## src/rtl/pwm_pkg.sv

```systemverilog
// pwm_pkg: sine fraction table, sequencer state encoding, duty and step-length helpers
package pwm_pkg;
  localparam int NSTEPS = 36;
  localparam int FULL = 10000;
  localparam int SINE_FRAC [0:NSTEPS-1] = '{
    5000, 5893, 6757, 7564, 8290, 8909, 9403, 9755, FULL, FULL, FULL, 9598,
    9173, 8614, 7939, 7169, 6330, 5448, 4552, 3670, 2831, 2061, 1386, 827,
    402, 125, 5, 45, 245, 597, 1091, 1710, 2436, 3243, 4107, 5000
  };
  localparam logic [1:0] S_IDLE = 2'd0;
  localparam logic [1:0] S_RUN = 2'd1;
  localparam logic [1:0] S_DRAIN = 2'd2;
  function automatic int duty_of(input int idx, input int r);
    return SINE_FRAC[idx] >= FULL ? (1 << r) - 1 : ((1 << r) * SINE_FRAC[idx]) / 10000;
  endfunction
  function automatic logic [11:0] n_of(input logic [3:0] sel, input int base, input int step);
    return 12'(base + step * int'(sel));
  endfunction
endpackage

```

## src/rtl/wrap_step_counter.sv

```systemverilog
// wrap_step_counter: counts pwm_wrap pulses (i_en/i_wrap) against a limit loaded on i_load, o_bnd marks the last wrap of a step
module wrap_step_counter #(
  parameter logic [11:0] RST_LIM = 12'd1000
) (
  input  logic        clk,
  input  logic        rst,
  input  logic        i_en,
  input  logic        i_wrap,
  input  logic        i_load,
  input  logic [11:0] i_lim,
  output logic        o_bnd
);
  logic [11:0] r_cnt;
  logic [11:0] r_lim;
  assign o_bnd = i_en && i_wrap && r_cnt == r_lim - 12'd1;
  always_ff @(posedge clk) begin
    if (rst) begin
      r_cnt <= '0;
      r_lim <= RST_LIM;
    end else if (i_load) begin
      r_cnt <= '0;
      r_lim <= i_lim;
    end else if (i_en && i_wrap) begin
      r_cnt <= r_cnt + 12'd1;
    end
  end
endmodule

```

## src/rtl/sine_duty_seq.sv

```systemverilog
// sine_duty_seq: steps a 36-entry sine duty table every N pwm_wrap pulses (in: enable, period_sel, pwm_wrap; out: duty, duty_valid, step_idx, cycle_done, busy)
module sine_duty_seq
  import pwm_pkg::*;
#(
  parameter int R = 6,
  parameter int CNT_BASE = 1000,
  parameter int CNT_STEP = 200
) (
  input  logic         clk,
  input  logic         rst,
  input  logic         enable,
  input  logic [3:0]   period_sel,
  input  logic         pwm_wrap,
  output logic [R-1:0] duty,
  output logic         duty_valid,
  output logic [5:0]   step_idx,
  output logic         cycle_done,
  output logic         busy
);
  localparam logic [R-1:0] MID = R'(1 << (R - 1));
  if (CNT_BASE + 15 * CNT_STEP > 4095) begin : g_bad_cnt
    $error("sine_duty_seq: CNT_BASE + 15*CNT_STEP exceeds 12-bit wrap counter");
  end
  logic [R-1:0] w_tab [0:NSTEPS-1];
  for (genvar i = 0; i < NSTEPS; i++) begin : g_tab
    assign w_tab[i] = R'(duty_of(i, R));
  end
  logic [1:0] r_state;
  logic [5:0] w_nxt;
  logic       w_last;
  logic       w_start;
  logic       w_bnd;
  logic       w_end;
  assign busy = r_state != S_IDLE;
  assign w_last = step_idx == 6'(NSTEPS - 1);
  assign w_nxt = w_last ? '0 : step_idx + 6'd1;
  assign w_start = r_state == S_IDLE && enable;
  assign w_end = r_state == S_DRAIN && !enable && w_bnd && w_last;
  wrap_step_counter #(
    .RST_LIM(n_of(4'd0, CNT_BASE, CNT_STEP))
  ) u_cnt (
    .clk   (clk),
    .rst   (rst),
    .i_en  (busy),
    .i_wrap(pwm_wrap),
    .i_load(w_start || w_bnd),
    .i_lim (n_of(period_sel, CNT_BASE, CNT_STEP)),
    .o_bnd (w_bnd)
  );
  always_ff @(posedge clk) begin
    if (rst) begin
      r_state <= S_IDLE;
      duty <= MID;
      duty_valid <= 1'b0;
      step_idx <= '0;
      cycle_done <= 1'b0;
    end else begin
      duty_valid <= w_start || w_bnd;
      cycle_done <= w_bnd && w_last;
      if (w_start) begin
        r_state <= S_RUN;
        step_idx <= '0;
        duty <= w_tab[0];
      end else if (busy) begin
        r_state <= enable ? S_RUN : w_end ? S_IDLE : S_DRAIN;
        if (w_bnd) begin
          step_idx <= w_nxt;
          duty <= w_end ? MID : w_tab[w_nxt];
        end
      end
    end
  end
endmodule

```

## config.mk

```make
export PLATFORM = sky130hd
export DESIGN_NAME = sine_duty_seq
export DESIGN_NICKNAME = d
export VERILOG_FILES = /design/src/rtl/pwm_pkg.sv /design/src/rtl/wrap_step_counter.sv /design/src/rtl/sine_duty_seq.sv
export SDC_FILE = /design/constraint.sdc
export NUM_CORES = 1
export LEC_CHECK = 0
export ABC_AREA = 1
export CAP_MARGIN = 20
export CORE_ASPECT_RATIO = 0.9
export CORE_UTILIZATION = 45
export CTS_CLUSTER_SIZE = 12
export DETAILED_ROUTE_END_ITERATION = 10
export PLACE_DENSITY_LB_ADDON = 0.05
export SLEW_MARGIN = 25
export SYNTH_ARGS = -nofsm -noshare
export SYNTH_HDL_FRONTEND = slang
export SYNTH_SLANG_ARGS = --single-unit
```

## constraint.sdc

```tcl
create_clock -name clk -period 1.94 [get_ports clk]
set_input_delay 0.194 -clock clk [delete_from_list [all_inputs] [get_ports clk]]
set_output_delay 0.194 -clock clk [all_outputs]
set_load 0.03 [all_outputs]
```

==> impl_metrics.toml, run 1 <==
# yosys + openroad results
[place]
portBuffers = 22
post-place-ws_ps = -545

[layout]
nNetsFinal = 527
dominant_cells = "combinational gates"
n_antenna_cell = 0
n_all_buffers = 67
logic_area_um2 = 1790
inv_count = 67
buffer_area_share_pct = 15.5

[setup_path]
arrival_ps = 2070
cp_max_fo = 7
worst-setup-path-type = "reg -> reg"
cp-start-kind = "flip-flop"

[synth]
topCombFamilyByArea = "simple AND/OR/NAND/NOR gates"
ys_warn_count = 0
aoi_share_pct = 5.19
synth_cell_type_count = 30
yosysTopAreaCell = "dfxtp_1"
avgSynthCellArea_um2 = 6.26
common_cells = "nand2_1, inv_1, nand3_1"
synth-edff-count = 0
most_common_cell = "nand2_1"

[hold_path]
hold_class = "in -> reg"

[final_timing]
worst_pin_slew_ps = 786
rsz0062_at_grt = "yes"
tns_ps = 0

[floorplanning]
chipArea_um2 = 6320
fp-utilization_pct = 47.2

[clocking]
clkTransAtPathRegs_ps = 80
cts_buffers = 5
cts-root-buf = "clkbuf_8"
postCtsSetupBuffers = 1
cts.sinks = 37

[route]
vias = 2772

[power]
cellLeakagePower_nw = 1.78

[run_status]
outcome = "completed"

[grt]
grt_usage_pct = 21.3
run 1: routing by layer:
metal / global-route usage (%) / up-vias / part of all wire, %
met5: 0 / - / 0
met4: 6.03 / 0 / 1.1
met3: 3.47 / 10 / 3.1
met2: 36.5 / 44 / 46
met1: 28.3 / 1229 / 50
li1: - / 1489 / -
run 1: power by group:
part           leakage [nW]  internal (mW)  switching [mW]
logic                  1.42          0.174           0.196
clock network        0.0585          0.419           0.272
registers             0.302          0.783          0.0269
run 1: metrics by stage:
step           hold WS (ps)  area (um2)  instances  util, %  total power [mW]
2_1_floorplan           263        2710        432        -              1.03
6_report                365        3540        571     61.8              1.87
4_1_cts                 438        3390        563     59.2              1.85
3_5_place_dp            440        3240        554     56.6              1.15
3_3_place_gp            439        3240        554     56.6              1.14
5_1_grt                 389        3540        571     61.8              1.98
Fig. 1: run 1, cell placement
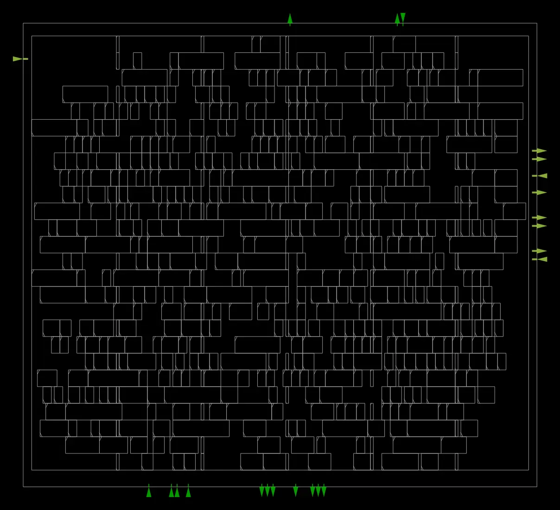
Flops: 37
core area: 5730 um2
num rows: 26
Filler cells: 540
final core occ: 61.8%

Fig. 2: run 1, cell sizes after repair
Scale: 4 px per um.
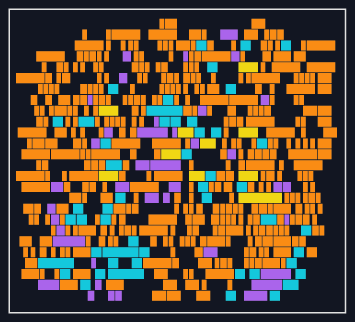
Key: _2 cells = purple [cells 39, share 7.8%, most used nor2_2]; _6 and larger = yellow [cells 10, share 2.0%, most used clkbuf_8]; _0 and _1 cells = orange [cells 402, share 80%, most used nand2_1]; _3 and _4 cells = cyan [cells 50, share 10%, most used buf_4]

Fig. 3: run 1, metal 3
Scale: 3 px per um.
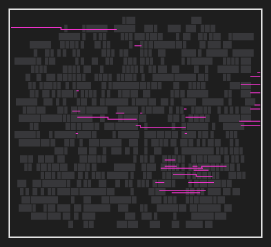
The wires run mostly horizontal. 23 nets have wire on it.

Fig. 4: run 1, register map, names as in the netlist
Scale: 4 px per um. Other sequential cells in the stronger gray, the rest of the logic in the fainter gray.
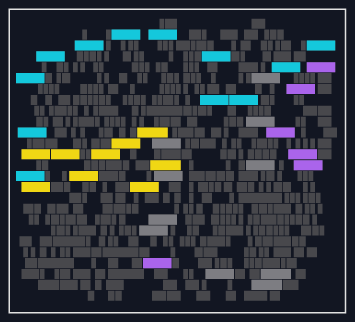
Key: u_cnt.r_lim = yellow [sequential cells 9]; duty = purple [sequential cells 6]; u_cnt.r_cnt = cyan [sequential cells 12]

Fig. 5: run 1, placement by cell class
Scale: 6 px per um.
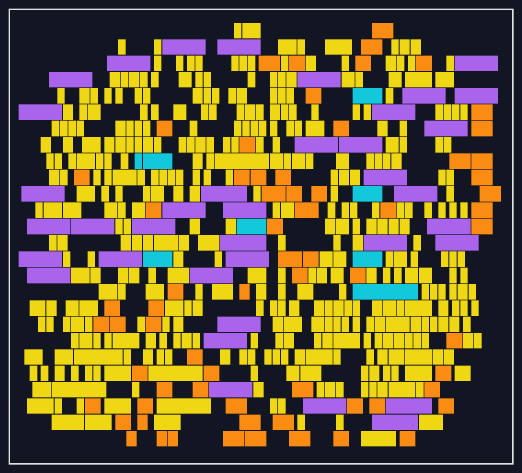

==> inputs of run 2 (changes only) <==
--- a/config.mk
+++ b/config.mk
@@ -12,7 +12,9 @@
 export CTS_CLUSTER_SIZE = 12
 export DETAILED_ROUTE_END_ITERATION = 10
 export PLACE_DENSITY_LB_ADDON = 0.05
+export REMOVE_ABC_BUFFERS = 1
 export SLEW_MARGIN = 25
 export SYNTH_ARGS = -nofsm -noshare
 export SYNTH_HDL_FRONTEND = slang
+export SYNTH_HIERARCHICAL = 1
 export SYNTH_SLANG_ARGS = --single-unit
==> constraint.sdc (replaced) <==
create_clock -name clk -period 1.6 [get_ports clk]
set_input_delay 0.16 -clock clk [delete_from_list [all_inputs] [get_ports clk]]
set_output_delay 0.16 -clock clk [all_outputs]
set_load 0.03 [all_outputs]
Fig. 6: run 2, placement by cell class
Scale: 6 px per um.
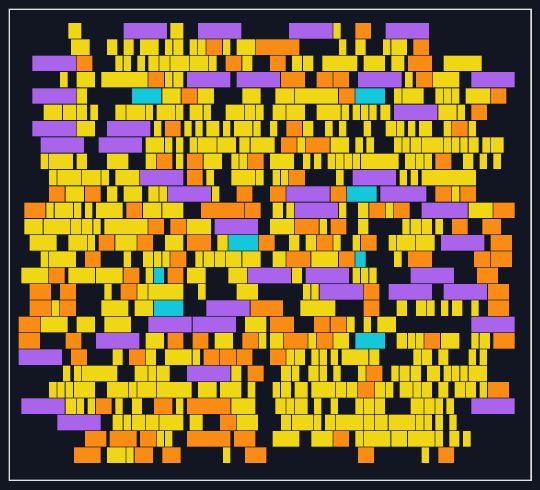
Key: remaining buffers and delay cells = orange [cells 115, share of their area 24%]; combinational and other logic = yellow [cells 376, share of their area 55%]; clock drivers and dummy loads = cyan [cells 8, share of their area 2.2%]; sequential cells = purple [cells 40, share of their area 19%]

==> run 2 against run 1 <==
Net effect:
- the run now ends with setup timing left
- count of clock-buffer cells in the layout decreased by 1
- maximum frequency down 15%
- sequential share of layout area is 2.6 points lower
- clock power up 3.2%
- critical path type unchanged
- global-route usage rose by 2.5 points
- non-clock buffer count grew 48
- flip-flop count increased by 3
- highest routed layer unchanged
- core utilization grew 8.4 points
- final area rose by 23%
==> impl_metrics.toml, run 2 <==
# yosys + openroad results
[run_status]
outcome = "finished, violations left"
failed_checks = "setup timing"

[power]
pwr-share-seq_pct = 44.3
largestPowerGroup = "sequential cells"
power.share.clock_pct = 29.8
p_switching_mw = 0.703
powerClk_mw = 0.713
internal_power_mw = 1.69
p_comb_mw = 0.618
cellLeakagePower_nw = 2.07
combPwrFrac_pct = 25.9
switching_share_pct = 29.4

[final_timing]
final.setup.worst_slack_ps = -635
rsz0062_at_grt = "yes"
setup_violations = 39
hold_slack_ps = 463

[grt]
met1_usage_pct = 34.4
top_usage_layer = "met2"
use_met2_pct = 35.0
use_met3_pct = 5.47
grt_usage_pct = 23.8

[layout]
fin_cells = 626
buffer_area_share_pct = 23.3
nNetsFinal = 566
logic_area_um2 = 2090
inv_count = 61
n_antenna_cell = 0
n_all_buffers = 115
fillers = 526
nFlopsAndLatches = 40

[floorplanning]
fp-utilization_pct = 47.0
num_rows = 27
core_area_um2 = 6180

[setup_path]
cp_max_fo = 8
arrival_ps = 2420
worst-setup-path-type = "reg -> reg"

[clocking]
cts_buffers = 5
cts.sinks = 40
postCtsSetupBuffers = 9
clkTransAtPathRegs_ps = 80

[synth]
synth_cell_type_count = 36
avgSynthCellArea_um2 = 6.89
most_common_cell = "nand2_1"
aoi_share_pct = 11.8
synth-edff-count = 0
yosysTopAreaCell = "dfxtp_1"

[route]
wl_met1_mm = 3.83
routed-wl-met3_um = 379
routed-wl-met2_mm = 3.25
==> run 2: netlist changes by cell type in the layout (fill, tap and decap cells not counted), moves of 10 or more <==
cell,change
a21oi_1,+10
buf_4,+38
inv_1,-10
nand2_1,-44
nand3_1,-14
nor2_1,-13
o21ai_2,+13
==> run 2: stage by stage <==
step	TNS, ps	cell area [um2]	worst slack [ps]	util [%]	power (mW)
2_1_floorplan	-19790	2860	-774	-	1.36
6_report	-19680	4340	-635	70.2	2.39
4_1_cts	-18910	4160	-599	67.4	2.37
3_3_place_gp	-23930	3850	-838	62.3	1.59
3_5_place_dp	-25310	3850	-882	62.3	1.59
5_1_grt	-26580	4340	-813	70.2	2.54
No activity file was given, so power comes from the tool's default toggle rates.
